==> src/rtl/data_mem_sequencer.sv <==
// data_mem_sequencer: load/store sequencer between the core datapath and a req/ack data-memory bus
// Core side: mreq/mem_write/funct3/addr/wdata in; stall, ld_data, ld_valid, misalign_err, timeout_err out.
// Bus side: bus_req/bus_we/bus_addr/bus_be/bus_wdata out; bus_ack/bus_rdata in.
module data_mem_sequencer #(
  parameter int TIMEOUT = 16,
  parameter int CNT_W   = 5
) (
  input  logic        clk,
  input  logic        rst_n,
  input  logic        mreq,
  input  logic        mem_write,
  input  logic [2:0]  funct3,
  input  logic [31:0] addr,
  input  logic [31:0] wdata,
  output logic        stall,
  output logic [31:0] ld_data,
  output logic        ld_valid,
  output logic        misalign_err,
  output logic        timeout_err,
  output logic        bus_req,
  output logic        bus_we,
  output logic [31:0] bus_addr,
  output logic [3:0]  bus_be,
  output logic [31:0] bus_wdata,
  input  logic        bus_ack,
  input  logic [31:0] bus_rdata
);
  typedef enum logic [1:0] {IDLE, BUSY, DONE} state_t;
  state_t state;
  logic [CNT_W-1:0] cnt;
  logic [1:0] off;
  logic [2:0] f3;
  logic bad;
  logic [3:0] be_n;
  logic [31:0] wd_n, lane, ext;
  always_comb begin
    bad = (funct3 == 3'b011) | (funct3[2:1] == 2'b11) | (mem_write & funct3[2]) |
          ((funct3[1:0] == 2'b01) & addr[0]) | ((funct3[1:0] == 2'b10) & (addr[1:0] != 2'b00));
    be_n = (funct3[1:0] == 2'b10) ? 4'b1111 : (funct3[0] ? 4'b0011 : 4'b0001) << addr[1:0];
    wd_n = (funct3[1:0] == 2'b10) ? wdata : funct3[0] ? {2{wdata[15:0]}} : {4{wdata[7:0]}};
    lane = bus_rdata >> {off, 3'b000};
    ext  = f3[1] ? lane :
           f3[0] ? (f3[2] ? {16'b0, lane[15:0]} : {{16{lane[15]}}, lane[15:0]}) :
                   (f3[2] ? {24'b0, lane[7:0]}  : {{24{lane[7]}}, lane[7:0]});
    // gated by rst_n so the pipeline is released the instant reset asserts
    stall = rst_n & (((state == IDLE) & mreq) | (state == BUSY));
  end
  always_ff @(posedge clk or negedge rst_n) begin
    if (!rst_n) begin
      state        <= IDLE;
      cnt          <= '0;
      off          <= 2'b00;
      f3           <= 3'b000;
      ld_data      <= 32'b0;
      ld_valid     <= 1'b0;
      misalign_err <= 1'b0;
      timeout_err  <= 1'b0;
      bus_req      <= 1'b0;
      bus_we       <= 1'b0;
      bus_addr     <= 32'b0;
      bus_be       <= 4'b0;
      bus_wdata    <= 32'b0;
    end else begin
      ld_valid     <= 1'b0;
      misalign_err <= 1'b0;
      timeout_err  <= 1'b0;
      case (state)
        IDLE: if (mreq) begin
          if (bad) begin
            state        <= DONE;
            misalign_err <= 1'b1;
          end else begin
            state     <= BUSY;
            cnt       <= '0;
            off       <= addr[1:0];
            f3        <= funct3;
            bus_req   <= 1'b1;
            bus_we    <= mem_write;
            bus_addr  <= {addr[31:2], 2'b00};
            bus_be    <= be_n;
            bus_wdata <= wd_n;
          end
        end
        BUSY: if (bus_ack) begin
          state   <= DONE;
          bus_req <= 1'b0;
          bus_be  <= 4'b0;
          if (!bus_we) begin
            ld_data  <= ext;
            ld_valid <= 1'b1;
          end
        end else if (cnt == CNT_W'(TIMEOUT - 1)) begin
          state       <= DONE;
          bus_req     <= 1'b0;
          timeout_err <= 1'b1;
        end else begin
          cnt <= cnt + 1'b1;
        end
        DONE: state <= IDLE;
        default: state <= IDLE;
      endcase
    end
  end
endmodule

==> config.mk <==
export PLATFORM = sky130hd
export DESIGN_NAME = data_mem_sequencer
export DESIGN_NICKNAME = d
export VERILOG_FILES = /design/src/rtl/data_mem_sequencer.sv
export SDC_FILE = /design/constraint.sdc
export NUM_CORES = 1
export LEC_CHECK = 0
export CORE_ASPECT_RATIO = 1.2
export CORE_MARGIN = 5
export CORE_UTILIZATION = 48
export CTS_BUF_LIST = sky130_fd_sc_hd__clkbuf_8 sky130_fd_sc_hd__clkbuf_16
export DETAILED_ROUTE_END_ITERATION = 8
export PLACE_DENSITY = 0.86
export SYNTH_ARGS = -nofsm -noshare
export SYNTH_HDL_FRONTEND = slang
export SYNTH_SLANG_ARGS = --single-unit
==> constraint.sdc <==
create_clock -name clk -period 4.3 [get_ports clk]
set_input_delay 1.29 -clock clk [delete_from_list [all_inputs] [get_ports clk]]
set_output_delay 1.29 -clock clk [all_outputs]
set_load 0.03 [all_outputs]
==> flow_summary.ini, run 1 <==
; implementation run metrics
[job]
tool_warnings = 26

[place]
place_area_um2 = 7700
port_buffers = 207

[hold_path]
min_path_cells = 2

[pwr]
ir_worst_vdd_mv = 0.356
p_sw_frac = 0.381

[die]
die_w_um = 108
rows = 43

[synthesis]
edf_count = 0
yosys.area.top_type = dfrtp_1
topCombFamilyByArea = multiplexers

[timing]
finalHoldViolations = 0

[clocking]
clk_pin_slew_ps = 60
clk_latency_ps = 420

[global_routing]
grt_max_degree = 63

[critical_path]
cp_slowest_cell = clkdlybuf4s50_1
cp-endpoint = stall
crit_fanout = 2
crit_family = buffers and inverters
reg2regPathDepth = 3

[outcome]
status = complete, no violations
-- run 1: stage by stage --
stage / utilization / total power, µW / instances / hold slack (ps)
after floorplan: - / 3240 / 482 / 458
after global placement: 0.675 / 4310 / 822 / 468
after detailed placement: 0.675 / 4390 / 822 / 475
after CTS: 0.731 / 5930 / 854 / 494
after global routing: 0.731 / 6140 / 854 / 507
final: 0.731 / 5890 / 854 / 483
-- run 1: synthesized netlist by cell type, drive strengths merged (3+ instances only) --
master,number
mux2i,45
o21ai,47
and3,3
a221o,9
clkbuf,16
buf,17
nor2b,5
nand2,47
and2,7
dfrtp,115
mux2,55
inv,8
a21oi,30
o211ai,3
nor2,37
nand3,14
nor3b,3
-- run 1: area by class of cell --
class / count / area [µm²] / area share
clock buffer: 17 / 425 / 0.0510
clock inverter: 15 / 208 / 0.0249
inverter: 8 / 30.0 / 0.00360
multi-input combinational: 326 / 2450 / 0.294
sequential: 115 / 2880 / 0.345
tap: 157 / 196 / 0.0236
timing repair buffer: 216 / 2150 / 0.258
-- run 1: per-layer routing --
metal	vias up	wire [µm]	GRT usage
li1	2104	-	-
met1	2207	6140	0.267
met2	221	8620	0.428
met3	35	1300	0.0819
met4	0	497	0.105
met5	-	0	0
-- run 1: power groups by stage --
| stage | Combinational [µW] | Sequential, µW | Clock (µW) |
|---|---|---|---|
| after floorplan | 755 | 2490 | 0 |
| after global placement | 2500 | 1810 | 0 |
| after detailed placement | 2560 | 1830 | 0 |
| after CTS | 2580 | 1830 | 1530 |
| after global routing | 2690 | 1880 | 1580 |
| final | 2560 | 1830 | 1500 |
-- run 1: flip-flops by register name (all words and copies together) (netlist names) --
register      cells
bus_wdata        32
ld_data          32
bus_addr         30
cnt               5
bus_be            4
f3                3
off               2
state             2
bus_req           1
bus_we            1
ld_valid          1
misalign_err      1
timeout_err       1
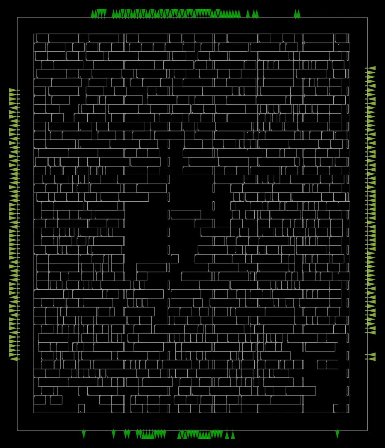
Fig. 1. Cell outlines without signal wires (run 1).
fillers: 807
total core area: 11400 µm²
register share of the cell area: 0.345
final non-filler cell total: 854

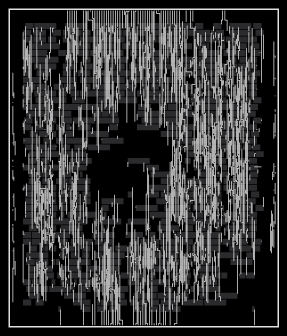
Fig. 2. Metal 2 (run 1).
Cells faint in the background.
nets with wire on the layer = 714
share of all routed wire = 52%
longest straight run = 46.2 µm
wire length on this layer = 8620 µm
vias: 4567
met2 Usage GRT: 0.428
final wirelength: 16600 µm

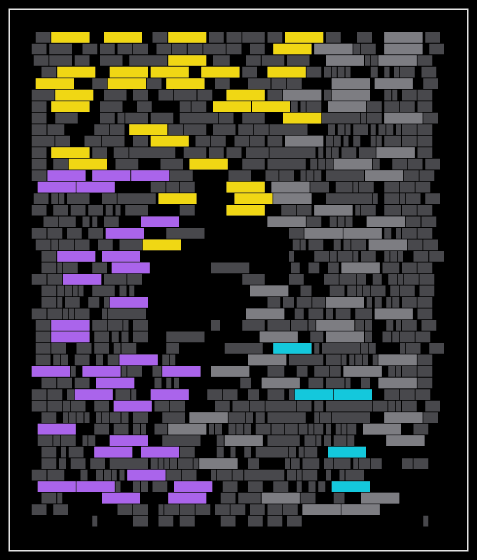
Fig. 3. Register map, names as in the netlist (run 1).
Other sequential cells in the stronger gray, the rest of the logic in the fainter gray.
`bus_wdata` -> purple  # flops 32
`bus_addr` -> yellow  # flops 30
`cnt` -> cyan  # flops 5
not colored = 48
flip-flop and latch area: 2880 µm²
post-layout util: 0.731
Seq power: 1830 µW

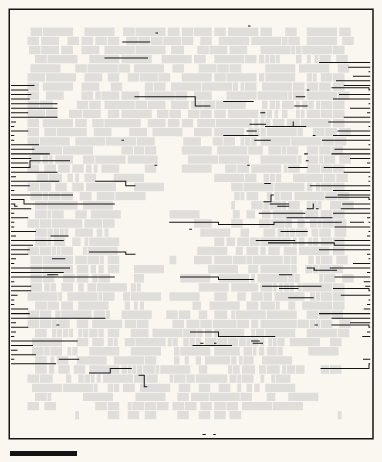
Fig. 4. Met3 routing (run 1).
The bar under the picture is 20 µm long. Cells faint in the background.
nets with wire on the layer = 156
share of all routed wire = 7.9%
longest straight run = 30.6 µm
grt met3 use: 0.0819

==> run 2: changes to the inputs <==
SKIP_CTS_REPAIR_TIMING = 1   (was default)
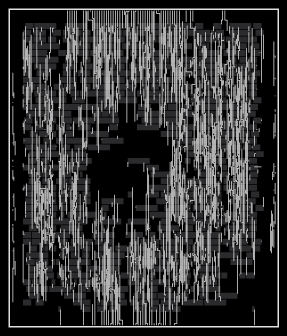
Fig. 5. Metal 2 (run 2).
Cells faint in the background.
wire length on this layer = 8620 µm
share of all routed wire = 52%

==> flow_summary.ini, run 2 <==
; implementation run metrics
[finish]
stdcell_count = 854
reg_top3 = bus_wdata: 32 flops, ld_data: 32 flops, bus_addr: 30 flops
num-fill-cells = 807

[drt]
drt_iter0_markers = 237
num_vias = 4567
viasPerCell = 5.35
drt-total-wl_um = 16600

[synthesis]
ys.flops = 115
yosys.area.top_type = dfrtp_1
ys_cells = 481
synth.cell_area_um2 = 5530
common_cells = dfrtp_1 (115), nand2_1 (47), mux2i_1 (45)
synthTopCellsByArea = dfrtp_1 (52%), mux2_4 (10%), mux2i_1 (8.2%)
top_cell = dfrtp_1
edf_count = 0

[critical_path]
crit_fanout = 2
cp_slowest_cell = clkdlybuf4s50_1
crit_type = in -> out
crit_family = buffers and inverters

[job]
tool_warnings = 26

[clocking]
cts_tree = built
clk_latency_ps = 420
clock-root-buffer = clkbuf_16
clk_pin_slew_ps = 60

[outcome]
status = complete, no violations

[timing]
finalHoldViolations = 0
min_period_ps = 3840
fin_ws_ps = 457
tightest_slew_ps = 1200

[place]
port_buffers = 207
dp.cells = 822

[pwr]
ir_worst_vdd_mv = 0.356
p_per_area_nw_per_um2 = 707

[global_routing]
grt_max_degree = 63

[die]
die_w_um = 108
coreArea_um2 = 11400
rows = 43
[run 2: logic make-up after synthesis]
group / count (synthesis) / share of synthesized area
AOI/OAI and AO/OA: 97 / 0.108
other: 1 / 0.000679
muxes: 101 / 0.223
DFF: 115 / 0.521
adders and majority gates: 2 / 0.00453
buffers and inverters: 41 / 0.0380
and+or+nand+nor: 124 / 0.105
[run 2: final timing paths]
| kind | startpoint | end | slack (ps) | cells after the start |
|---|---|---|---|---|
| max | mreq | stall | 460 | 3 |
| min | ld_data[5] | ld_data[5] | 480 | 2 |
| min reg2reg | ld_data[5] | ld_data[5] | 480 | 2 |
| min in group asynchronous | rst_n | ld_data[24] | 1020 | 2 |
| max in group asynchronous | rst_n | bus_addr[29] | 2050 | 3 |
| max reg2reg | off[1] | ld_data[24] | 1800 | 3 |
[run 2: power breakdown]
| part | switching (µW) | internal, µW |
|---|---|---|
| registers | 337 | 1490 |
| logic | 1380 | 1180 |
| clock network | 528 | 974 |
[run 2: per-stage QoR]
step                      total power, µW  utilization  hold slack [ps]  area, µm²
after detailed placement             4390        0.675              475       7700
final                                5890        0.731              483       8340
after global placement               4310        0.675              468       7700
after CTS                            5930        0.731              494       8340
after global routing                 6140        0.731              507       8340
after floorplan                      3240            -              458       5530
[run 2: area by class of cell]
class / instances / area (µm²) / area share
tap: 157 / 196 / 0.0236
multi-input combinational: 326 / 2450 / 0.294
clock inverter: 15 / 208 / 0.0249
timing repair buffer: 216 / 2150 / 0.258
sequential: 115 / 2880 / 0.345
clock buffer: 17 / 425 / 0.0510
inverter: 8 / 30.0 / 0.00360
[run 2: routing by layer]
layer	vias to the layer above	GRT usage	share of wire
met4	0	0.105	0.030
li1	2104	-	-
met5	-	0	0
met1	2207	0.267	0.37
met3	35	0.0819	0.079
met2	221	0.428	0.52
==> run 3: changes to the inputs <==
CORE_MARGIN = 2   (was 5)
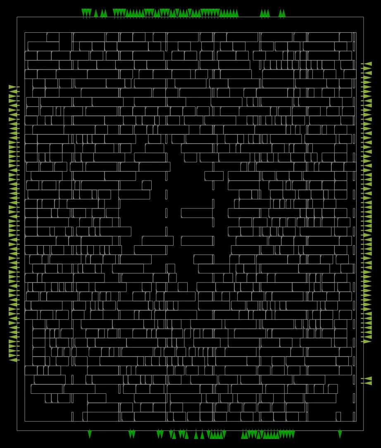
Fig. 6. Cell outlines without signal wires (run 3).
final non-filler cell total: 849
sequential cells: 115

==> flow_summary.ini, run 3 <==
; implementation run metrics
[critical_path]
crit_required_ps = 3010
worst-path-stages = 3
arrival_ps = 2580
crit_fanout = 2
crit_type = in -> out
startpoint_type = primary input
reg2regPathDepth = 3
crit_family = buffers and inverters

[timing]
tightest_slew_ps = 1180
min_period_ps = 3870
holdWs_ps = 483
finalHoldViolations = 0

[synthesis]
ys_cells = 481
top_cell = dfrtp_1
edf_count = 0
synth.cell_area_um2 = 5530
ys.flops = 115
synthTopCellsByArea = dfrtp_1 (52%), mux2_4 (10%), mux2i_1 (8.2%)
common_cells = dfrtp_1 (115), nand2_1 (47), mux2i_1 (45)

[drt]
wl_per_cell_um = 18.6
viasPerCell = 5.38
drt-total-wl_um = 15800
drt_iter0_markers = 204
num_vias = 4567

[pwr]
switchingPower_uw = 2210
seqPwrFrac = 0.310
power_uw = 5920
internal-power_uw = 3710
ir_worst_vdd_mv = 0.402
combPwrFrac = 0.429
p_per_area_nw_per_um2 = 709

[clocking]
cts_tree = built
clock-root-buffer = clkbuf_16
clk_pin_slew_ps = 60
clk_latency_ps = 410

[finish]
num-fill-cells = 748
final_cell_area_um2 = 8340
reg_top3 = bus_wdata: 32 flops, ld_data: 32 flops, bus_addr: 30 flops
utilization = 0.749
lay_top_count = clkdlybuf4s50_1
synthToLayoutAreaGrowth_pct = 51.0

[die]
coreArea_um2 = 11100
rows = 42
die_w_um = 102

[global_routing]
grt_max_degree = 81

[hold_path]
min_path_cells = 2

[job]
tool_warnings = 26

[outcome]
status = complete, no violations

[place]
place_area_um2 = 7690
dp.cells = 818
==> run 3: final timing paths <==
check / to / slack, ps / startpoint
max reg2reg: ld_data[27] / 1790 / off[1]
min: bus_wdata[20] / 480 / bus_wdata[20]
max in group asynchronous: ld_data[9] / 2000 / rst_n
min reg2reg: bus_wdata[20] / 480 / bus_wdata[20]
min in group asynchronous: bus_addr[30] / 1010 / rst_n
max: stall / 430 / mreq
==> run 3: power groups by stage <==
stage,combinational (µW),sequential [µW],clock [µW]
detailed placement,2530,1830,0
global placement,2490,1810,0
global route,2670,1880,1610
CTS,2550,1830,1560
floorplan,755,2490,0
finish,2540,1830,1550
==> run 3: kinds of logic (layout without fill, tap and decap cells) <==
| family | after synthesis | count (layout) | synth area share |
|---|---|---|---|
| buffers and inverters | 41 | 254 | 0.0380 |
| other | 1 | 2 | 0.000679 |
| AOI/OAI and AO/OA | 97 | 97 | 0.108 |
| DFF | 115 | 115 | 0.521 |
| muxes | 101 | 101 | 0.223 |
| and+or+nand+nor | 124 | 124 | 0.105 |
| adders and majority gates | 2 | 2 | 0.00453 |
==> run 3: routing by layer <==
layer,global-route usage,vias to the layer above,routed length [µm]
met5,0,-,0
met1,0.282,2234,5800
li1,-,2095,-
met3,0.0746,30,1320
met2,0.454,208,8330
met4,0.119,0,386
==> run 3: tightest hold or removal path, stage by stage, from the launching register on <==
cell     delay (ps)
dfrtp_1         340
nand2_1          50
o21ai_1          60
==> run 3: cell type report <==
cell class / instances / area (µm²) / area share
clock buffers: 18 / 439 / 0.0527
clock inverters: 13 / 209 / 0.0251
inverters: 8 / 30.0 / 0.00360
multi-input cells: 326 / 2450 / 0.294
flip-flops and latches: 115 / 2880 / 0.345
well taps: 154 / 193 / 0.0231
repair buffers: 215 / 2140 / 0.257

==> screenshots <==
Metal 1.
The bar under the picture is 20 µm long. Cells faint in the background.
image #1
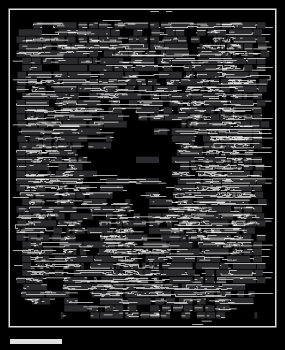
image #2
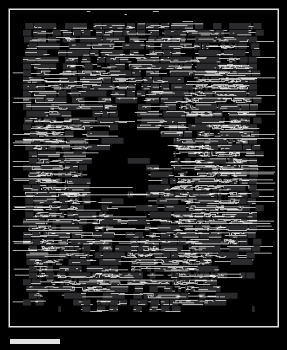
- run 3 = image #1
- run 1 = image #2

Power and IR drop assume default switching activity.
